<file path="config.mk">
export PLATFORM = sky130hd
export DESIGN_NAME = imm_gen_pipe_flat
export DESIGN_NICKNAME = d
export VERILOG_FILES = /design/src/rtl/imm_gen_pipe_if.sv /design/src/rtl/imm_gen_pipe.sv /design/src/flat_wrapper.sv
export SDC_FILE = /design/constraint.sdc
export NUM_CORES = 1
export LEC_CHECK = 0
export CORE_ASPECT_RATIO = 0.75
export CORE_MARGIN = 3
export CORE_UTILIZATION = 35
export CTS_CLUSTER_SIZE = 8
export DETAILED_ROUTE_END_ITERATION = 8
export PLACE_DENSITY = 0.64
export SLEW_MARGIN = 40
export SYNTH_ARGS = -nofsm -noshare
export SYNTH_HDL_FRONTEND = slang
export SYNTH_SLANG_ARGS = --single-unit
</file>
<file path="constraint.sdc">
create_clock -name clk -period 3.4 [get_ports clk]
set_input_delay 0.68 -clock clk [delete_from_list [all_inputs] [get_ports clk]]
set_output_delay 0.68 -clock clk [all_outputs]
set_load 0.005 [all_outputs]
</file>
<file path="src/rtl/imm_gen_pipe_if.sv">
`default_nettype none
// ============================================================================
// Module   : imm_gen_pipe_if
// Brief    : Handshake bundle between decode and the pipelined immediate generator.
// Revision : 1.0
// ============================================================================
interface imm_gen_pipe_if #(
  parameter int XLEN  = 32,
  parameter int TAG_W = 32
);
  logic             in_valid;
  logic             in_ready;
  logic [31:0]      in_inst;
  logic [TAG_W-1:0] in_tag;
  logic             out_valid;
  logic             out_ready;
  logic [XLEN-1:0]  out_imm;
  logic [2:0]       out_fmt;
  logic [TAG_W-1:0] out_tag;

  modport slave (
    input  in_valid, in_inst, in_tag, out_ready,
    output in_ready, out_valid, out_imm, out_fmt, out_tag
  );

  modport master (
    output in_valid, in_inst, in_tag, out_ready,
    input  in_ready, out_valid, out_imm, out_fmt, out_tag
  );
endinterface
`default_nettype wire

</file>
<file path="src/rtl/imm_gen_pipe.sv">
`default_nettype none
// ============================================================================
// Module   : imm_gen_pipe
// Brief    : Registered immediate decoder with valid/ready, skid buffer, flush and tag.
// Revision : 1.0
// ============================================================================
module imm_gen_pipe #(
  parameter int XLEN    = 32,
  parameter int TAG_W   = 32,
  parameter int SUB_NEG = 1
) (
  input  wire logic           clk,
  input  wire logic           reset,
  input  wire logic           flush,
  imm_gen_pipe_if.slave       bus
);
  localparam logic [6:0] c_op_imm  = 7'b0010011;
  localparam logic [6:0] c_op_load = 7'b0000011;
  localparam logic [6:0] c_op_jalr = 7'b1100111;
  localparam logic [6:0] c_op_st   = 7'b0100011;
  localparam logic [6:0] c_op_br   = 7'b1100011;
  localparam logic [6:0] c_op_jal  = 7'b1101111;
  localparam logic [6:0] c_op_lui  = 7'b0110111;
  localparam logic [6:0] c_op_auipc= 7'b0010111;

  localparam logic [2:0] c_fmt_i    = 3'd0;
  localparam logic [2:0] c_fmt_s    = 3'd1;
  localparam logic [2:0] c_fmt_b    = 3'd2;
  localparam logic [2:0] c_fmt_u    = 3'd3;
  localparam logic [2:0] c_fmt_j    = 3'd4;
  localparam logic [2:0] c_fmt_none = 3'd7;

  logic [31:0]     w_inst;
  logic            w_sign;
  logic [XLEN-1:0] w_imm_i;
  logic            w_is_sub;
  logic [XLEN-1:0] w_dec_imm;
  logic [2:0]      w_dec_fmt;

  assign w_inst  = bus.in_inst;
  assign w_sign  = w_inst[31];
  assign w_imm_i = {{(XLEN-12){w_sign}}, w_inst[31:20]};

  // ADDI with a SUB-style funct7 is treated as a subtract-immediate hazard
  generate
    if (SUB_NEG != 0) begin : g_sub_neg
      assign w_is_sub = (w_inst[6:0] == c_op_imm) && (w_inst[31:25] == 7'b0100000)
                        && (w_inst[14:12] == 3'b000);
    end else begin : g_no_sub_neg
      assign w_is_sub = 1'b0;
    end
  endgenerate

  always_comb begin
    w_dec_imm = '0;
    w_dec_fmt = c_fmt_none;
    case (w_inst[6:0])
      c_op_imm, c_op_load, c_op_jalr: begin
        w_dec_imm = w_is_sub ? -w_imm_i : w_imm_i;
        w_dec_fmt = c_fmt_i;
      end
      c_op_st: begin
        w_dec_imm = {{(XLEN-12){w_sign}}, w_inst[31:25], w_inst[11:7]};
        w_dec_fmt = c_fmt_s;
      end
      c_op_br: begin
        w_dec_imm = {{(XLEN-13){w_sign}}, w_inst[31], w_inst[7], w_inst[30:25],
                     w_inst[11:8], 1'b0};
        w_dec_fmt = c_fmt_b;
      end
      c_op_jal: begin
        w_dec_imm = {{(XLEN-21){w_sign}}, w_inst[31], w_inst[19:12], w_inst[20],
                     w_inst[30:21], 1'b0};
        w_dec_fmt = c_fmt_j;
      end
      c_op_lui, c_op_auipc: begin
        w_dec_imm = {{(XLEN-32){w_sign}}, w_inst[31:12], 12'h000};
        w_dec_fmt = c_fmt_u;
      end
      default: begin
        w_dec_imm = '0;
        w_dec_fmt = c_fmt_none;
      end
    endcase
  end

  logic             main_valid_q, main_valid_d;
  logic [XLEN-1:0]  main_imm_q,   main_imm_d;
  logic [2:0]       main_fmt_q,   main_fmt_d;
  logic [TAG_W-1:0] main_tag_q,   main_tag_d;
  logic             skid_valid_q, skid_valid_d;
  logic [XLEN-1:0]  skid_imm_q,   skid_imm_d;
  logic [2:0]       skid_fmt_q,   skid_fmt_d;
  logic [TAG_W-1:0] skid_tag_q,   skid_tag_d;

  logic w_in_ready;
  logic w_accept;
  logic w_main_free;

  assign w_in_ready  = !skid_valid_q && !reset && !flush;
  assign w_accept    = bus.in_valid && w_in_ready;
  assign w_main_free = !main_valid_q || bus.out_ready;

  always_comb begin
    main_valid_d = main_valid_q;
    main_imm_d   = main_imm_q;
    main_fmt_d   = main_fmt_q;
    main_tag_d   = main_tag_q;
    skid_valid_d = skid_valid_q;
    skid_imm_d   = skid_imm_q;
    skid_fmt_d   = skid_fmt_q;
    skid_tag_d   = skid_tag_q;
    if (flush) begin
      main_valid_d = 1'b0;
      skid_valid_d = 1'b0;
    end else if (w_main_free) begin
      // skid is always older than any new beat, so it refills main first
      if (skid_valid_q) begin
        main_valid_d = 1'b1;
        main_imm_d   = skid_imm_q;
        main_fmt_d   = skid_fmt_q;
        main_tag_d   = skid_tag_q;
        skid_valid_d = 1'b0;
      end else if (w_accept) begin
        main_valid_d = 1'b1;
        main_imm_d   = w_dec_imm;
        main_fmt_d   = w_dec_fmt;
        main_tag_d   = bus.in_tag;
      end else begin
        main_valid_d = 1'b0;
      end
    end else if (w_accept) begin
      skid_valid_d = 1'b1;
      skid_imm_d   = w_dec_imm;
      skid_fmt_d   = w_dec_fmt;
      skid_tag_d   = bus.in_tag;
    end
  end

  always_ff @(posedge clk) begin
    if (reset) begin
      main_valid_q <= 1'b0;
      main_imm_q   <= '0;
      main_fmt_q   <= '0;
      main_tag_q   <= '0;
      skid_valid_q <= 1'b0;
      skid_imm_q   <= '0;
      skid_fmt_q   <= '0;
      skid_tag_q   <= '0;
    end else begin
      main_valid_q <= main_valid_d;
      main_imm_q   <= main_imm_d;
      main_fmt_q   <= main_fmt_d;
      main_tag_q   <= main_tag_d;
      skid_valid_q <= skid_valid_d;
      skid_imm_q   <= skid_imm_d;
      skid_fmt_q   <= skid_fmt_d;
      skid_tag_q   <= skid_tag_d;
    end
  end

  assign bus.in_ready  = w_in_ready;
  assign bus.out_valid = main_valid_q;
  assign bus.out_imm   = main_imm_q;
  assign bus.out_fmt   = main_fmt_q;
  assign bus.out_tag   = main_tag_q;
endmodule
`default_nettype wire
</file>
<file path="src/flat_wrapper.sv">
// flat-port wrapper written by rule: the top's interface ports become plain ports
module imm_gen_pipe_flat 
#(
  parameter int XLEN    = 32,
  parameter int TAG_W   = 32,
  parameter int SUB_NEG = 1
)
  (clk, reset, flush, bus_in_valid, bus_in_inst, bus_in_tag, bus_out_ready, bus_in_ready, bus_out_valid, bus_out_imm, bus_out_fmt, bus_out_tag);
  imm_gen_pipe_if #(.XLEN(XLEN), .TAG_W(TAG_W)) bus_i ();
  input  wire logic clk;
  input  wire logic reset;
  input  wire logic flush;
  input wire logic [$bits(bus_i.in_valid)-1:0] bus_in_valid;
  input wire logic [$bits(bus_i.in_inst)-1:0] bus_in_inst;
  input wire logic [$bits(bus_i.in_tag)-1:0] bus_in_tag;
  input wire logic [$bits(bus_i.out_ready)-1:0] bus_out_ready;
  output wire logic [$bits(bus_i.in_ready)-1:0] bus_in_ready;
  output wire logic [$bits(bus_i.out_valid)-1:0] bus_out_valid;
  output wire logic [$bits(bus_i.out_imm)-1:0] bus_out_imm;
  output wire logic [$bits(bus_i.out_fmt)-1:0] bus_out_fmt;
  output wire logic [$bits(bus_i.out_tag)-1:0] bus_out_tag;
  assign bus_i.in_valid = bus_in_valid;
  assign bus_i.in_inst = bus_in_inst;
  assign bus_i.in_tag = bus_in_tag;
  assign bus_i.out_ready = bus_out_ready;
  assign bus_in_ready = bus_i.in_ready;
  assign bus_out_valid = bus_i.out_valid;
  assign bus_out_imm = bus_i.out_imm;
  assign bus_out_fmt = bus_i.out_fmt;
  assign bus_out_tag = bus_i.out_tag;
  imm_gen_pipe #(.XLEN(XLEN), .TAG_W(TAG_W), .SUB_NEG(SUB_NEG)) u_core (.clk(clk), .reset(reset), .flush(flush), .bus(bus_i));
endmodule
</file>
### The metal 3 layer, run 1

Cells faint in the background.
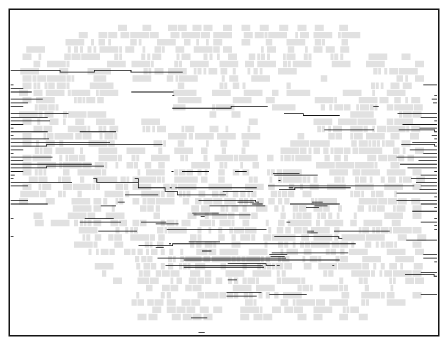
share of all routed wire = 8.8%
longest straight run = 68.8 um
nets with wire on the layer = 120
wire length on this layer = 1710 um

### The clock network, run 1

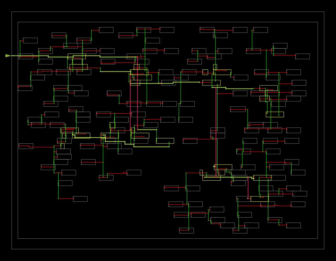
Clk. pwr: 1.66 mW
Clock Sinks: 136
Worst-Skew Late Latency: 0.41 ns
clock buffer count in the final layout: 21

### A small window of the routed layout, run 1

Window x 61 to 101, y 41 to 81 um. Cells in grey, sequential cells in the stronger grey; small squares are vias.
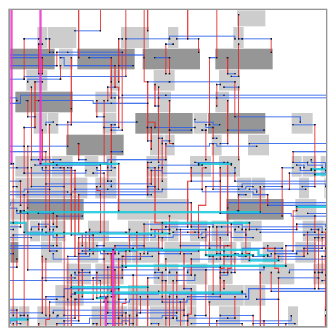
magenta -> M4
cyan -> M3
blue -> M1
red -> M2
cells with their middle in the window = 96
netlist names of flops here include = u_core.skid_imm_q (6), u_core.bus.out_imm (4)
sequential cells in the window = 10
most frequent = nand2_1 (10), buf_4 (10), dfxtp_1 (10)

==> results.json, run 1 <==
{
  "outcome": "finished clean",
  "crit_slowest_cell": "or4_1",
  "grt_max_degree": 93,
  "synth_area_per_cell_um2": 8.30,
  "track_usage_pct": 19.9,
  "crit_buf_inv": 1,
  "layout_min_cycle_time_ns": 2.90,
  "critical_path.max_stage_delay_ns": 0.57,
  "post_cts_buffers": 0,
  "yosys_area_um2": 6310,
  "worst_slack_ns": 0.496,
  "ys.flops": 136,
  "finalCritPeriodShare_pct": 85.4,
  "cts_tree": "done",
  "powerComb_mw": 0.411,
  "ys.flop_type": "dfxtp_1",
  "io_buffers": 137,
  "lay_top_cells": "136 x clkdlybuf4s50_1, 135 x dfxtp_1, 115 x nand2_1, 73 x nor2_1, 69 x a21oi_1",
  "vias_per_cell": 5.43,
  "r2r-end": "u_core.bus.out_imm[1]",
  "taps": 236,
  "whs_path_depth": 2,
  "grt_pass1_wl_mm": 31.5,
  "largestClassByArea": "logic gates",
  "row_count": 41,
  "slew_headroom_pct": 49.7,
  "crit_type": "primary input to register",
  "path_depth": 8,
  "pre_cts_ws_ns": 0.0912,
  "gp_congestion": 0.926,
  "async_reset_ff_share_pct": 0,
  "synth_nets": 836,
  "syn_area_um2": 6310,
  "hold_path_class": "register to register",
  "fin_nets": 966,
  "irDropWorstVdd_mv": 0.353,
  "hp-start": "u_core.skid_tag_q[30]",
  "yosysCellCount": 761,
  "drive_gt1_share_pct": 9.88,
  "p_comb_share_pct": 11.0,
  "syn_inst": 761,
  "fa_ha_area_share_pct": 1.19,
  "cp-endpoint": "u_core.bus.out_imm[15]",
  "ys_sh_mux_pct": 5.07,
  "fin_hold_ws_ns": 0.451,
  "tightest_slew_ns": 0.754,
  "top_cells_by_count": "136 x dfxtp_1, 115 x nand2_1, 73 x nor2_1, 69 x a21oi_1, 54 x a211oi_1",
  "cp-startpoint": "bus_in_inst[25]",
  "place_inst": 1108,
  "cts.root.buffer_cell": "clkbuf_16",
  "htreeDepth": 4,
  "dp_hpwl_mm": 13.2,
  "switchingPower_mw": 0.903,
  "logic_area_um2": 3330,
  "yosysTopAreaCellShare_pct": 43.1,
  "timing.rr.start": "u_core.skid_valid_q",
  "pg_seq_mw": 1.66,
  "crit_arrival_ns": 3.24,
  "clkSlewWorstSetupHoldPaths_ns": 0.06,
  "top_cell": "dfxtp_1",
  "yosys-top-cells-area": "dfxtp_1 43%, nand2_1 6.8%, a211oi_1 6.4%",
  "met1_usage_pct": 29.8,
  "synth.logic.top_family": "AND-OR/OR-AND gates",
  "num_vias": 6170,
  "slew_viol_final": 0,
  "antenna_found_initial": 0,
  "critPathRequiredTime_ns": 3.74,
  "core_um2": 17200
}
==> run 2, diff against run 1 <==
--- a/config.mk
+++ b/config.mk
@@ -5,12 +5,13 @@
 export SDC_FILE = /design/constraint.sdc
 export NUM_CORES = 1
 export LEC_CHECK = 0
+export CAP_MARGIN = 20
 export CORE_ASPECT_RATIO = 0.75
 export CORE_MARGIN = 3
 export CORE_UTILIZATION = 35
 export CTS_CLUSTER_SIZE = 8
 export DETAILED_ROUTE_END_ITERATION = 8
-export PLACE_DENSITY = 0.64
+export PLACE_DENSITY = 0.66
 export SLEW_MARGIN = 40
 export SYNTH_ARGS = -nofsm -noshare
 export SYNTH_HDL_FRONTEND = slang
==> constraint.sdc (replaced) <==
create_clock -name clk -period 2.65 [get_ports clk]
set_input_delay 0.53 -clock clk [delete_from_list [all_inputs] [get_ports clk]]
set_output_delay 0.53 -clock clk [all_outputs]
set_load 0.005 [all_outputs]
### The clock network, run 2

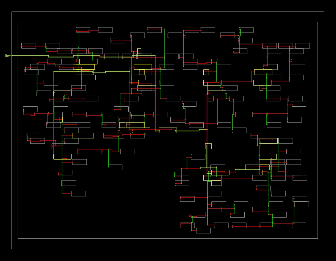
skew final: 0.0110 ns
Clk. pwr: 2.33 mW
CTS Buf Count: 17
seq_cells: 136

### A small window of the routed layout, run 2

Window x 61 to 101, y 41 to 81 um. Cells in grey, sequential cells in the stronger grey; small squares are vias.
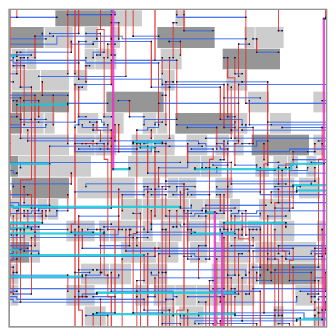
cyan -> M3
red -> M2
blue -> M1
magenta -> M4
cells with their middle in the window = 102
netlist names of flops here include = u_core.bus.out_imm (5), u_core.skid_imm_q (4)
most frequent = buf_4 (15), nand2_1 (13)
sequential cells in the window = 10

==> run 2 against run 1 <==
Net effect: total power grew 35%; die area stayed put; routed wire length is 3.4% higher; highest routed layer unchanged.
==> results.json, run 2 <==
{
  "cts.root.buffer_cell": "clkbuf_16",
  "track_usage_pct": 20.3,
  "grt_max_degree": 125,
  "ys_seq_share_pct": 43.1,
  "logic_area_um2": 3340,
  "row_count": 41,
  "seq_area_um2": 2720,
  "hold_buffers": 0,
  "synth.logic.top_family": "AND-OR/OR-AND gates",
  "clock_area_share_pct": 6.44,
  "fin_hold_ws_ns": 0.373,
  "clockBufferDepth": 2,
  "cts.sinks": 136,
  "crit_slowest_cell": "or4_4",
  "busiest_layer": "met1",
  "wirelength_mm": 20.1,
  "fmax_mhz": 395,
  "cp-startpoint": "bus_in_inst[26]",
  "crit_type": "primary input to register",
  "antenna_found_initial": 0,
  "xor_share_pct": 0,
  "pg_seq_mw": 2.13,
  "nonClockInverterCount": 8,
  "post_cts_buffers": 0,
  "fin_nets": 1013,
  "worst_slack_ns": 0.118,
  "top_cells_by_count": "136 x dfxtp_1, 115 x nand2_1, 73 x nor2_1, 69 x a21oi_1, 54 x a211oi_1",
  "synth_area_per_cell_um2": 8.30,
  "layout_min_cycle_time_ns": 2.53,
  "outcome": "finished clean",
  "ys.flop_type": "dfxtp_1",
  "fp_util_pct": 36.6,
  "hp-start": "reset",
  "synth_nets": 836,
  "dp_hpwl_mm": 14.0,
  "yosys-top-cells-area": "dfxtp_1 43%, nand2_1 6.8%, a211oi_1 6.4%",
  "irDropWorstVdd_mv": 0.468,
  "syn_area_um2": 6310,
  "p_comb_share_pct": 11.3,
  "syn_inst": 761,
  "nNonClkBuffers": 220,
  "yosys_area_um2": 6310,
  "ctsResizeCount": 2,
  "power.total_mw": 5.02,
  "syn_to_final_growth_pct": 43.4,
  "crit_path_end_kind": "register",
  "largestClassByArea": "logic gates",
  "fin_cells": 1187,
  "gp_congestion": 0.970,
  "final_area_um2": 9050,
  "slew_viol_final": 0,
  "p_per_area_nw_per_um2": 555,
  "synth_warnings": 0,
  "lay_top_cells": "135 x dfxtp_1, 132 x clkdlybuf4s50_1, 115 x nand2_1, 77 x buf_4, 73 x nor2_1",
  "hold_viol": 0,
  "tightest_slew_ns": 0.802,
  "ys_sh_mux_pct": 5.07,
  "edf_count": 0,
  "drc": 0,
  "synth_cell_types": 62,
  "internal_power_mw": 3.84,
  "cts_tree": "done",
  "top_cell": "dfxtp_1",
  "async_reset_ff_share_pct": 0,
  "wl_per_cell_um": 16.9,
  "yosysCellCount": 761,
  "route.met3.wl_mm": 1.86,
  "drt_first_pass_iters": 7,
  "io_buffers": 137,
  "final_common_cell": "dfxtp_1",
  "die_w_um": 161,
  "finalCritPeriodShare_pct": 95.6,
  "setup_violations": 0,
  "crit_arrival_ns": 2.86,
  "power.clock.fraction_pct": 46.3,
  "fa_ha_area_share_pct": 1.19,
  "synthSimpleGateAreaFrac_pct": 20.6,
  "num_antenna_cells": 0,
  "clkSlewWorstSetupHoldPaths_ns": 0.06,
  "yosysTopAreaCellShare_pct": 43.1,
  "grt_pass1_wl_mm": 31.9,
  "critical_path.top_delay_family": "simple AND/OR/NAND/NOR gates",
  "drive_gt1_share_pct": 14.6,
  "cp-endpoint": "u_core.bus.out_imm[15]",
  "non_clock_buffer_area_share_pct": 23.0,
  "highest_layer": "met4",
  "htreeDepth": 4,
  "num-multi-input-gates": 555,
  "vias_per_cell": 5.34,
  "slew_headroom_pct": 46.5,
  "r2r-end": "u_core.bus.out_imm[28]",
  "ys.flops": 136,
  "grt_pass1_vias": 5941,
  "leakagePower_nw": 3.09,
  "swShare_pct": 23.6,
  "start_kind": "primary input",
  "pre_cts_ws_ns": -0.466,
  "die_h_um": 122,
  "powerComb_mw": 0.570,
  "sh_seq_area_pct": 30.1,
  "critical_path.max_stage_delay_ns": 0.57,
  "post-route-util_pct": 52.5,
  "critPathRequiredTime_ns": 2.98,
  "maxPowerGroup": "the clock network",
  "place_inst": 1155,
  "whs_path_depth": 2,
  "power_frac_seq_pct": 42.4,
  "finalSetupTns_ns": 0,
  "grtUsageMet2_pct": 28.9,
  "clk_latency_ns": 0.41,
  "crit_buf_inv": 1,
  "hold_path_class": "primary input to register",
  "crit_fanout": 3,
  "switchingPower_mw": 1.19,
  "rrSetupSlack_ns": 0.84,
  "dieArea_um2": 19700,
  "num_vias": 6335,
  "path_depth": 8,
  "fillers": 1670,
  "core_um2": 17200,
  "rr_worst_depth": 4,
  "worstPathCellList": "dlygate4sd2_1 -> or4_4 -> nor4_4 -> nand2_1 -> ha_1 -> or3_4 -> and3_4 -> a221oi_2",
  "met1_usage_pct": 29.4,
  "timing.rr.start": "u_core.skid_valid_q",
  "taps": 236,
  "clkbuf_count": 21,
  "postRouteAntennaNets": 0,
  "hold_end": "u_core.bus.out_valid"
}
==> run 3, diff against run 2 <==
--- a/config.mk
+++ b/config.mk
@@ -11,6 +11,7 @@
 export CORE_UTILIZATION = 35
 export CTS_CLUSTER_SIZE = 8
 export DETAILED_ROUTE_END_ITERATION = 8
+export GPL_TIMING_DRIVEN = 0
 export PLACE_DENSITY = 0.66
 export SLEW_MARGIN = 40
 export SYNTH_ARGS = -nofsm -noshare
### The metal 3 layer, run 3

Cells faint in the background.
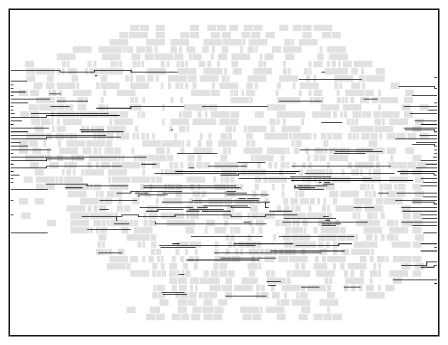
main direction = horizontal
wire length on this layer = 2340 um
longest straight run = 50.8 um
share of all routed wire = 11%
nets with wire on the layer = 147

### Routed metal per tile, run 3

Bar = 50 um. 32 x 24 tiles, from white (low) to dark blue (high), scaled to the fullest tile. Values are wire area over tile area, all layers added.
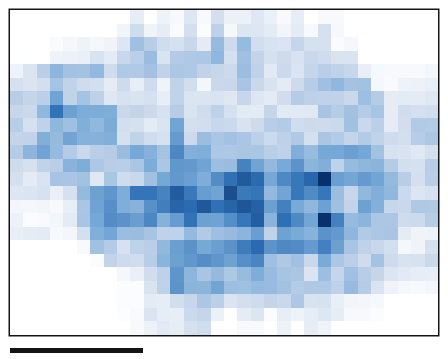
nearly empty tiles = 17%
densest ninth of the die = centre
mean over tiles = 0.18

==> run 3 against run 2 <==
Net effect: worst setup slack worse by 0.027 ns; global-route usage increased by 2.1 points; synthesized area stayed put; synthesized cell count did not move; via count is 1.5% higher; final cell count down 2.1%; combinational power is 5.4% lower.
==> results.json, run 3 <==
{
  "outcome": "finished clean",
  "clkbuf_count": 19,
  "yosys-top-cells-area": "dfxtp_1 43%, nand2_1 6.8%, a211oi_1 6.4%",
  "highest_layer": "met4",
  "post_cts_buffers": 2,
  "cts.sinks": 136,
  "seq_cells": 136,
  "swShare_pct": 23.7,
  "slew_headroom_pct": 49.4,
  "logic_area_um2": 3370,
  "crit_type": "primary input to register",
  "power.total_mw": 5.00,
  "nNonClkBuffers": 198,
  "syn_inst": 761,
  "finalSetupTns_ns": 0,
  "path_depth": 5,
  "fin_nets": 991,
  "core_um2": 17200,
  "nonClockInverterCount": 8,
  "met1_usage_pct": 32.0,
  "hold_viol": 0,
  "crit_path_end_kind": "register",
  "layout_min_cycle_time_ns": 2.56,
  "synthSimpleGateAreaFrac_pct": 20.6,
  "fin_cells": 1162,
  "vias_per_cell": 5.53,
  "top_cell": "dfxtp_1",
  "ctsResizeCount": 7,
  "track_usage_pct": 22.4,
  "grt_pass1_wl_mm": 34.3,
  "r2r-end": "u_core.bus.out_fmt[2]",
  "postRouteAntennaNets": 0,
  "p_comb_share_pct": 10.8,
  "hp-start": "u_core.skid_tag_q[16]",
  "ys.flops": 136,
  "tightest_slew_ns": 0.759,
  "clk_latency_ns": 0.42,
  "grtUsageMet2_pct": 31.9,
  "die_w_um": 161,
  "critPathRequiredTime_ns": 2.92,
  "ys.flop_type": "dfxtp_1",
  "num_antenna_cells": 0,
  "gp_congestion": 0.932,
  "worst_slack_ns": 0.0910,
  "timing.rr.start": "u_core.skid_valid_q",
  "setup_violations": 0,
  "xor_share_pct": 0,
  "lay_top_cells": "136 x dfxtp_1, 129 x clkdlybuf4s50_1, 115 x nand2_1, 73 x nor2_1, 68 x a21oi_1",
  "synth_warnings": 0,
  "crit_fanout": 10,
  "antenna_found_initial": 0,
  "power_frac_seq_pct": 42.6,
  "wl_per_cell_um": 18.9,
  "hold_path_class": "register to register",
  "yosys_area_um2": 6310,
  "dp_hpwl_mm": 16.3,
  "cts_tree": "done",
  "top_cells_by_count": "136 x dfxtp_1, 115 x nand2_1, 73 x nor2_1, 69 x a21oi_1, 54 x a211oi_1",
  "p_per_area_nw_per_um2": 581,
  "drt_first_pass_iters": 5,
  "dieArea_um2": 19700,
  "synth_area_per_cell_um2": 8.30,
  "drc": 0,
  "leakagePower_nw": 2.80,
  "drt_first_iter_violations": 481,
  "placed_area_um2": 7980,
  "busiest_layer": "met1",
  "whs_path_depth": 2,
  "cp-endpoint": "u_core.bus.out_tag[31]",
  "clock_net_power_mw": 2.33,
  "grt_pass1_vias": 6188,
  "internal_power_mw": 3.81,
  "edf_count": 0,
  "htreeDepth": 4,
  "cp-startpoint": "reset",
  "wirelength_mm": 22.0,
  "cts_buffers": 17,
  "non_clock_buffer_area_share_pct": 18.9,
  "largestClassByArea": "logic gates",
  "num-multi-input-gates": 555,
  "rrSetupSlack_ns": 0.22,
  "route.met3.wl_mm": 2.34,
  "fa_ha_area_share_pct": 1.19,
  "slew_viol_final": 0,
  "syn_to_final_growth_pct": 36.4,
  "sh_seq_area_pct": 31.6,
  "syn_area_um2": 6310,
  "synth.logic.top_family": "AND-OR/OR-AND gates",
  "pg_seq_mw": 2.13,
  "place_inst": 1133,
  "maxPowerGroup": "the clock network",
  "io_buffers": 136,
  "hold_end": "u_core.skid_tag_q[16]",
  "final_common_cell": "dfxtp_1",
  "rr_worst_depth": 5,
  "irDropWorstVdd_mv": 0.359,
  "critical_path.top_delay_family": "buffers and inverters",
  "synth_nets": 836,
  "taps": 236,
  "start_kind": "primary input",
  "fin_worst_skew_ns": 0.0100,
  "die_h_um": 122,
  "largest_area_cell": "dfxtp_1",
  "crit_slowest_cell": "clkbuf_1",
  "post-route-util_pct": 50.0,
  "switchingPower_mw": 1.19,
  "crit_arrival_ns": 2.83,
  "cts.root.buffer_cell": "clkbuf_16",
  "ys_sh_mux_pct": 5.07,
  "clock_area_share_pct": 6.55,
  "yosysTopAreaCellShare_pct": 43.1,
  "ys_seq_share_pct": 43.1,
  "drive_gt1_share_pct": 7.45,
  "seq_area_um2": 2720,
  "synth_cell_types": 62,
  "num_io_pins": 138,
  "hold_buffers": 0,
  "fmax_mhz": 391,
  "fp_util_pct": 36.6,
  "worstPathCellList": "clkdlybuf4s50_1 -> clkbuf_1 -> clkbuf_1 -> buf_1 -> a211oi_1",
  "row_count": 41,
  "num_vias": 6430,
  "power.clock.fraction_pct": 46.6,
  "clockBufferDepth": 2,
  "finalCritPeriodShare_pct": 96.6,
  "grt_max_degree": 17,
  "pre_cts_ws_ns": -0.799,
  "final_area_um2": 8610,
  "yosysCellCount": 761,
  "critical_path.max_stage_delay_ns": 0.59
}
Power figures rest on the tool's default switching activity, not on a simulated workload.
